<file path="src/rtl/div_11_reconstruct.sv">
// Rebuilds a dividend from a constant-11 quotient/remainder pair: X = 11*Q + R.
// Three-register valid/ready pipeline with bubble collapsing, plus overflow and non-canonical-remainder flags.
module div_11_reconstruct #(
    parameter int X_W     = 64,
    parameter int Q_W     = 61,
    parameter int R_W     = 4,
    parameter int DIVISOR = 11
) (
    input  logic           clk,
    input  logic           rst_n,
    input  logic           in_valid,
    output logic           in_ready,
    input  logic [Q_W-1:0] Q_in,
    input  logic [R_W-1:0] R_in,
    output logic           out_valid,
    input  logic           out_ready,
    output logic [X_W-1:0] X_out,
    output logic           ovf,
    output logic           r_err
);

    // 11*Q + 15 < 16*2^Q_W, so Q_W+4 bits hold the exact sum without wrapping.
    localparam int S_W = Q_W + 4;
    localparam logic [R_W-1:0] R_MAX = R_W'(DIVISOR - 1);

    generate
        if (DIVISOR != 11) begin : g_bad_divisor
            $error("div_11_reconstruct only supports DIVISOR = 11");
        end
        if (S_W <= X_W) begin : g_bad_width
            $error("div_11_reconstruct requires Q_W + 4 > X_W");
        end
    endgenerate

    logic           v1;
    logic           v2;
    logic           v3;
    logic           adv1;
    logic           adv2;
    logic           adv3;

    logic [Q_W-1:0] q1;
    logic [R_W-1:0] r1;

    logic [S_W-1:0] a2;
    logic [Q_W:0]   b2;
    logic           e2;

    logic [S_W-1:0] sum;
    logic [X_W-1:0] x3;
    logic           ovf3;
    logic           rerr3;

    // A stage may load whenever it is empty or the stage ahead of it is moving.
    assign adv3     = !v3 || out_ready;
    assign adv2     = !v2 || adv3;
    assign adv1     = !v1 || adv2;
    assign in_ready = adv1;

    always_ff @(posedge clk or negedge rst_n) begin
        if (!rst_n) begin
            v1 <= 1'b0;
            q1 <= '0;
            r1 <= '0;
        end else if (adv1) begin
            v1 <= in_valid;
            if (in_valid) begin
                q1 <= Q_in;
                r1 <= R_in;
            end
        end
    end

    // 11*Q is split as 10*Q + Q so the final add folds in the remainder.
    always_ff @(posedge clk or negedge rst_n) begin
        if (!rst_n) begin
            v2 <= 1'b0;
            a2 <= '0;
            b2 <= '0;
            e2 <= 1'b0;
        end else if (adv2) begin
            v2 <= v1;
            if (v1) begin
                a2 <= (S_W'(q1) << 3) + (S_W'(q1) << 1);
                b2 <= (Q_W + 1)'(q1) + (Q_W + 1)'(r1);
                e2 <= (r1 > R_MAX);
            end
        end
    end

    assign sum = a2 + S_W'(b2);

    always_ff @(posedge clk or negedge rst_n) begin
        if (!rst_n) begin
            v3    <= 1'b0;
            x3    <= '0;
            ovf3  <= 1'b0;
            rerr3 <= 1'b0;
        end else if (adv3) begin
            v3 <= v2;
            if (v2) begin
                x3    <= sum[X_W-1:0];
                ovf3  <= |sum[S_W-1:X_W];
                rerr3 <= e2;
            end
        end
    end

    assign out_valid = v3;
    assign X_out     = x3;
    assign ovf       = ovf3;
    assign r_err     = rerr3;

endmodule
</file>
<file path="config.mk">
export PLATFORM = sky130hd
export DESIGN_NAME = div_11_reconstruct
export DESIGN_NICKNAME = d
export VERILOG_FILES = /design/src/rtl/div_11_reconstruct.sv
export SDC_FILE = /design/constraint.sdc
export NUM_CORES = 1
export LEC_CHECK = 0
export CORE_UTILIZATION = 45
export DETAILED_ROUTE_END_ITERATION = 8
export HOLD_SLACK_MARGIN = 0.12
export PLACE_DENSITY = 0.67
export SYNTH_ARGS = -nofsm -noshare
export SYNTH_HDL_FRONTEND = slang
export SYNTH_SLANG_ARGS = --single-unit
export TNS_END_PERCENT = 100
</file>
<file path="constraint.sdc">
create_clock -name clk -period 3 [get_ports clk]
set_input_delay 0.3 -clock clk [delete_from_list [all_inputs] [get_ports clk]]
set_output_delay 0.3 -clock clk [all_outputs]
set_load 0.1 [all_outputs]
</file>
**Run 1: clock nets**

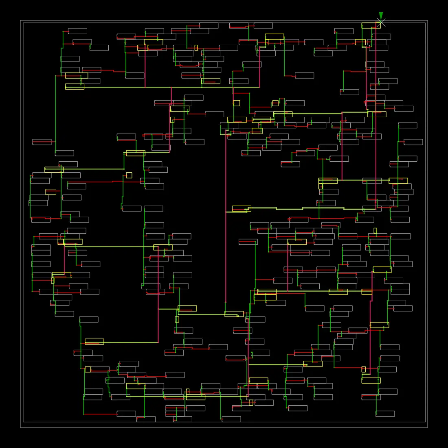
skew final: 0.0192 ns
Clk Latency, worst-skew pair: 0.59 ns
power consumed by the clock network: 3.71 mW
clock buffer count in the final layout: 40

**Run 1: where the registers sit**

Scale: 1.5 px per um.
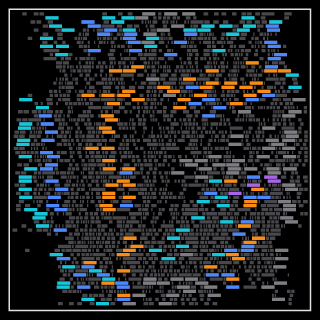
Key: blue = b2 [placed flops 62, where widely spread]; cyan = q1 [placed flops 61, where widely spread]; orange = a2 [placed flops 64]; purple = r1 [placed flops 4, where middle right]
Another 70 sequential cells are not coloured.
proportion of cell area occupied by registers: 0.274
FF+latch area: 6540 um2
final core utilization: 0.618
Power Sequential: 5.77 mW

==> metrics.log, run 1 <==
[flow] summary of implementation run
[metrics] sequential share of the synthesized area: 0.371
[metrics] Final setup viols: 36
[metrics] startpoint types: flop
[metrics] Seq pwr share: 0.220
[metrics] worst hold-check slack: about 0.32 ns
[metrics] main logic family after synthesis: AND-OR/OR-AND gates
[metrics] antenna violations before repair: 0
[metrics] fp util: 0.455
[metrics] crit path setup slack, layout: -0.266 ns
[metrics] main flop type after synthesis: dfrtp_1
[metrics] Internal Dissipation: approximately 13 mW
[metrics] share of total power in the clock network: 0.142
[metrics] post-synthesis share of cell area spent on xor and xnor gates: 0.0801
[metrics] ANT nets after route: 0
[metrics] status: finished, violations left
[metrics] failing checks: DRC, setup timing
[metrics] CTS tree: yes
[metrics] Post-Synthesis Cells: 2,027
[metrics] sort of element at the end of the critical path: flop
[metrics] area-dominant cell class after layout: combinational gates
[metrics] Post-route DRC: 1
**Run 1: metal layers overlaid**

Scale: 2 px per um.
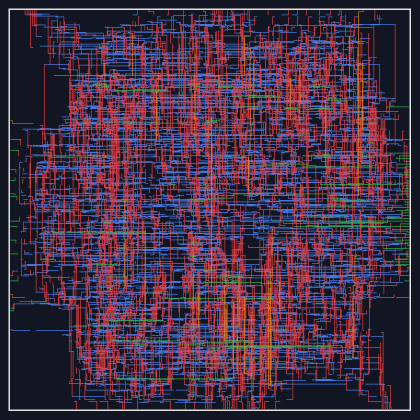
Key: orange = met4 [wire length 1,220 um]; green = met3 [wire length 2,100 um]; red = met2 [wire length 24.9 mm]; blue = met1 [wire length 25.3 mm]
Overall Global Routing Usage: 0.263
total via count after detailed routing: 16,400
final wirelength: 53,400 um
WL/cell: 18.0 um

run 1: routing by layer:
metal  track usage  vias up  part of all wire
met5             0        -                 0
met4        0.0690        0             0.023
met3        0.0245       75             0.039
met2         0.428      362              0.47
met1         0.375     7936              0.47
li1              -     8046                 -
run 1: Yosys cell counts, types with 7 or more instances:
cell      number  area, um2
nand2_1      349       1310
dfrtp_1      261       6530
o21ai_0      222       1110
a21oi_1      146        731
ha_1         124       1550
clkbuf_1      97        364
nor2_1        94        353
xor2_1        84        736
xnor2_1       77        674
a21o_1        67        503
mux2_2        67        754
nand4_1       44        275
nand3_1       42        210
inv_1         39        146
o21bai_1      27        203
nor3_1        26        130
and3_1        19        119
o31ai_1       19        143
o211ai_1      18        135
and2_1        16        100
nand2b_1      13       81.3
nor2b_1       12       75.1
a31oi_1       11       68.8
a21boi_0      10       75.1
o21a_1        10       75.1
nor4_1         9       56.3
or3_1          8       50.1
a211oi_1       7       52.6
a221oi_1       7       61.3
run 1: worst max-delay path, cell delays in order (launching register included):
cell and delay (ns):
dfrtp_1 0.38, ha_2 0.20, fa_2 0.37, a211oi_4 0.29
nor2_4 0.06, o22ai_4 0.23, buf_6 0.15, a2111oi_4 0.08
a21oi_2 0.24, o21ai_2 0.09, a311oi_2 0.32, a21boi_2 0.12
or4b_1 0.53, o2111ai_2 0.10
run 1: path summary, 6_finish.rpt:
kind	startpoint	slack [ns]	endpoint
min reg2reg	e2	0.46	r_err
min in group asynchronous	rst_n	0.33	a2[61]
max	b2[1]	-0.27	X_out[51]
max in group asynchronous	rst_n	1.88	out_valid
max reg2reg	b2[1]	-0.27	X_out[51]
min	Q_in[26]	0.32	q1[26]
**Run 1: logic cells by family**

Scale: 2 px per um.
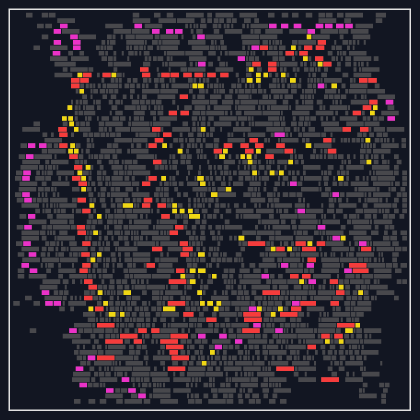

==> run 1 -> run 2 <==
Settings changed: MAX_ROUTING_LAYER set to met4.
**Run 2: logic cells by family**

Scale: 2 px per um.
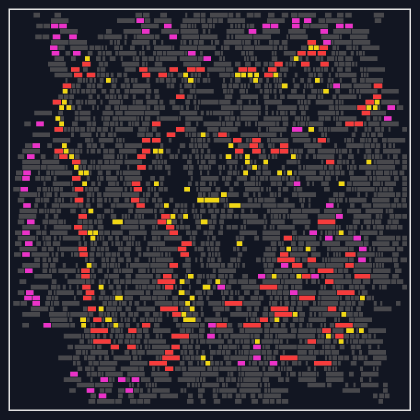
Key: yellow = AND-OR and OR-AND gates [cells 99, most used a21o_1, where widely spread]; red = adder and majority cells [cells 127, most used ha_1, where widely spread]; magenta = multiplexers [cells 70, most used mux2_2, where widely spread]
number of non-filler instances in the completed layout: 3,002
most frequently placed logic cell in the final layout: buf_4
share of the final layout cell area in multi-input gates: 0.484

**Run 2: port wiring**

Scale: 2 px per um.
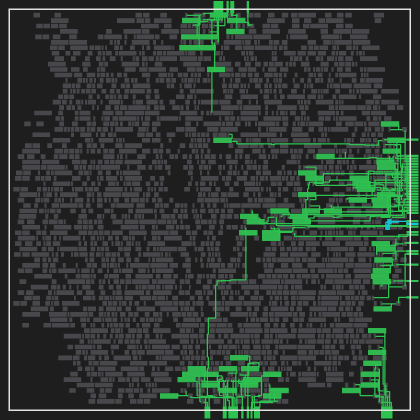
Key: cyan = out_ready [bits 1, direction input, end cells 2, buffers 1, wire 18.7 um]; green = X_out [bits 64, direction output, end cells 64, buffers 64, wire 2,420 um]
number of port buffers: 136
Top-Level Pins: 137

==> run 2 against run 1 <==
  * The flow still finishes with violations (DRC, setup timing)
  * Clock power is 3% lower
  * Hold slack better by 0.0078 ns
  * Sequential share of layout area fell by 0.37 points
  * Cell area increased by 1.3%
  * Area after synthesis unchanged
  * Sequential power about the same
  * Die area unchanged
  * Power increased by 0.63%
  * Clock skew decreased by 0.0023 ns
  * Global-route usage rose by 1.6 points
  * Sequential cell count did not move
  * Synthesized cell count unchanged
  * Largest cell class unchanged
  * Highest routed layer unchanged
==> metrics.log, run 2 <==
[flow] summary of implementation run
[metrics] Worst Min Path Start: Q_in[20]
[metrics] fraction of final layout cells sized beyond drive strength 1: 0.293
[metrics] fraction of post-synthesis cell area in the top cell type by area: 0.371
[metrics] chip area: around 40,000 um2
[metrics] most popular library cell in the synthesized design by count: nand2_1
[metrics] most common library cells after synthesis: nand2_1, dfrtp_1, o21ai_0
[metrics] Final setup viols: 35
[metrics] main logic family after synthesis: AND-OR/OR-AND gates
[metrics] skew final: 0.0169 ns
[metrics] r2r setup slk: -0.25 ns
[metrics] final wirelength: roughly 55,000 um
[metrics] post-synthesis share of cell area spent on xor and xnor gates: 0.0801
[metrics] ANT nets after route: 0
[metrics] sequential share of the synthesized area: 0.371
[metrics] delay of the slowest cell on the worst path: ~0.47 ns
[metrics] series of cell instances along the critical path: ha_2, inv_2, fa_2, nor2b_2, o211ai_1, a211oi_2, buf_4, o2111ai_4, buf_4, buf_6, o21ai_4, buf_6, a21oi_4, o21ai_2, a21oi_2, or4_1, nand3_1
[metrics] total via count after detailed routing: around 17,000
[metrics] Post-route DRC: 1
[metrics] final core utilization: 0.626
[metrics] WL/cell: between 15 and 20 um
[metrics] main flop type after synthesis: dfrtp_1
[metrics] worst hold-check slack: ~0.33 ns
[metrics] leading area contributor after synthesis: dfrtp_1
[metrics] sort of element at the end of the critical path: flop
[metrics] antenna violations before repair: 0
[metrics] status: finished, violations left
[metrics] startpoint types: flop
[metrics] Overall Global Routing Usage: 0.280
[metrics] Crit-path slowest cell: or4_1
[metrics] met2 GRT Util: 0.440
[metrics] endpoint of the worst hold-timing path: q1[20]
[metrics] required time of the worst setup path: about 3.5 ns
[metrics] capture point of the worst reg-to-reg path: a2[43]
[metrics] buffers and inverters on the worst path: 5
[metrics] Levels on crit path: 17
[metrics] crit path setup slack, layout: -0.250 ns
[metrics] CTS tree: yes
[metrics] Global Route met1 Usage: 0.387
[metrics] failing checks: DRC, setup timing
[metrics] Top cells by area: dfrtp_1, ha_1, nand2_1
[metrics] Clk Latency, worst-skew pair: approximately 0.58 ns
[run 2: cell types whose count changed in the layout (fill, tap and decap cells not counted), moves of 5 or more]
cell,previous run,this run
xor2_1,81,76
clkbuf_1,4,10
xor2_2,3,8
ha_1,96,102
buf_4,370,405
[run 2: how the worst max path moves through the flow]
stage,startpoint,endpoint
final,q1[0],a2[43]
after global routing,q1[0],a2[61]
after CTS,b2[1],X_out[51]
after detailed placement,q1[2],a2[39]
after global placement,q1[9],a2[58]
after floorplan,b2[1],X_out[63]
[run 2: cell type report]
cell class	count	area (um2)	area share
clock buffer	47	896	0.0370
clock inverter	8	68.8	0.00285
inverter	39	146	0.00605
multi-input combinational	1623	11700	0.484
sequential	261	6530	0.270
tap	518	648	0.0268
timing repair buffer	506	4180	0.173
[run 2: repair_timing]
action                                 in CTS  in global routing
setup endpoints to repair                  68                 85
endpoints found under the hold margin      82                  0
setup buffers                              29                 30
pin swaps                                  63                 91
hold buffers                                1                  0
resized                                   132                141
[run 2: cells by family after synthesis]
kind of cell,count (synthesis)
buf+inv,143
compound gates,607
flops,261
fa+ha+maj,127
xor+xnor,161
simple gates,658
mux,70
[run 2: metal layers]
layer / wire (um) / up-vias
met5: 0 / -
met4: 1630 / 0
met3: 2510 / 97
met2: 25200 / 413
met1: 25500 / 7998
li1: - / 8111
[run 2: power by group]
| part | switching [mW] | internal (mW) | leakage (nW) | total [mW] |
|---|---|---|---|---|
| logic | 10.3 | 6.66 | 7.15 | 17.0 |
| registers | 1.04 | 4.72 | 3.15 | 5.76 |
| clock network | 1.48 | 2.12 | 0.479 | 3.60 |
| total | 12.9 | 13.5 | 10.8 | 26.4 |
Power and IR drop assume default switching activity.
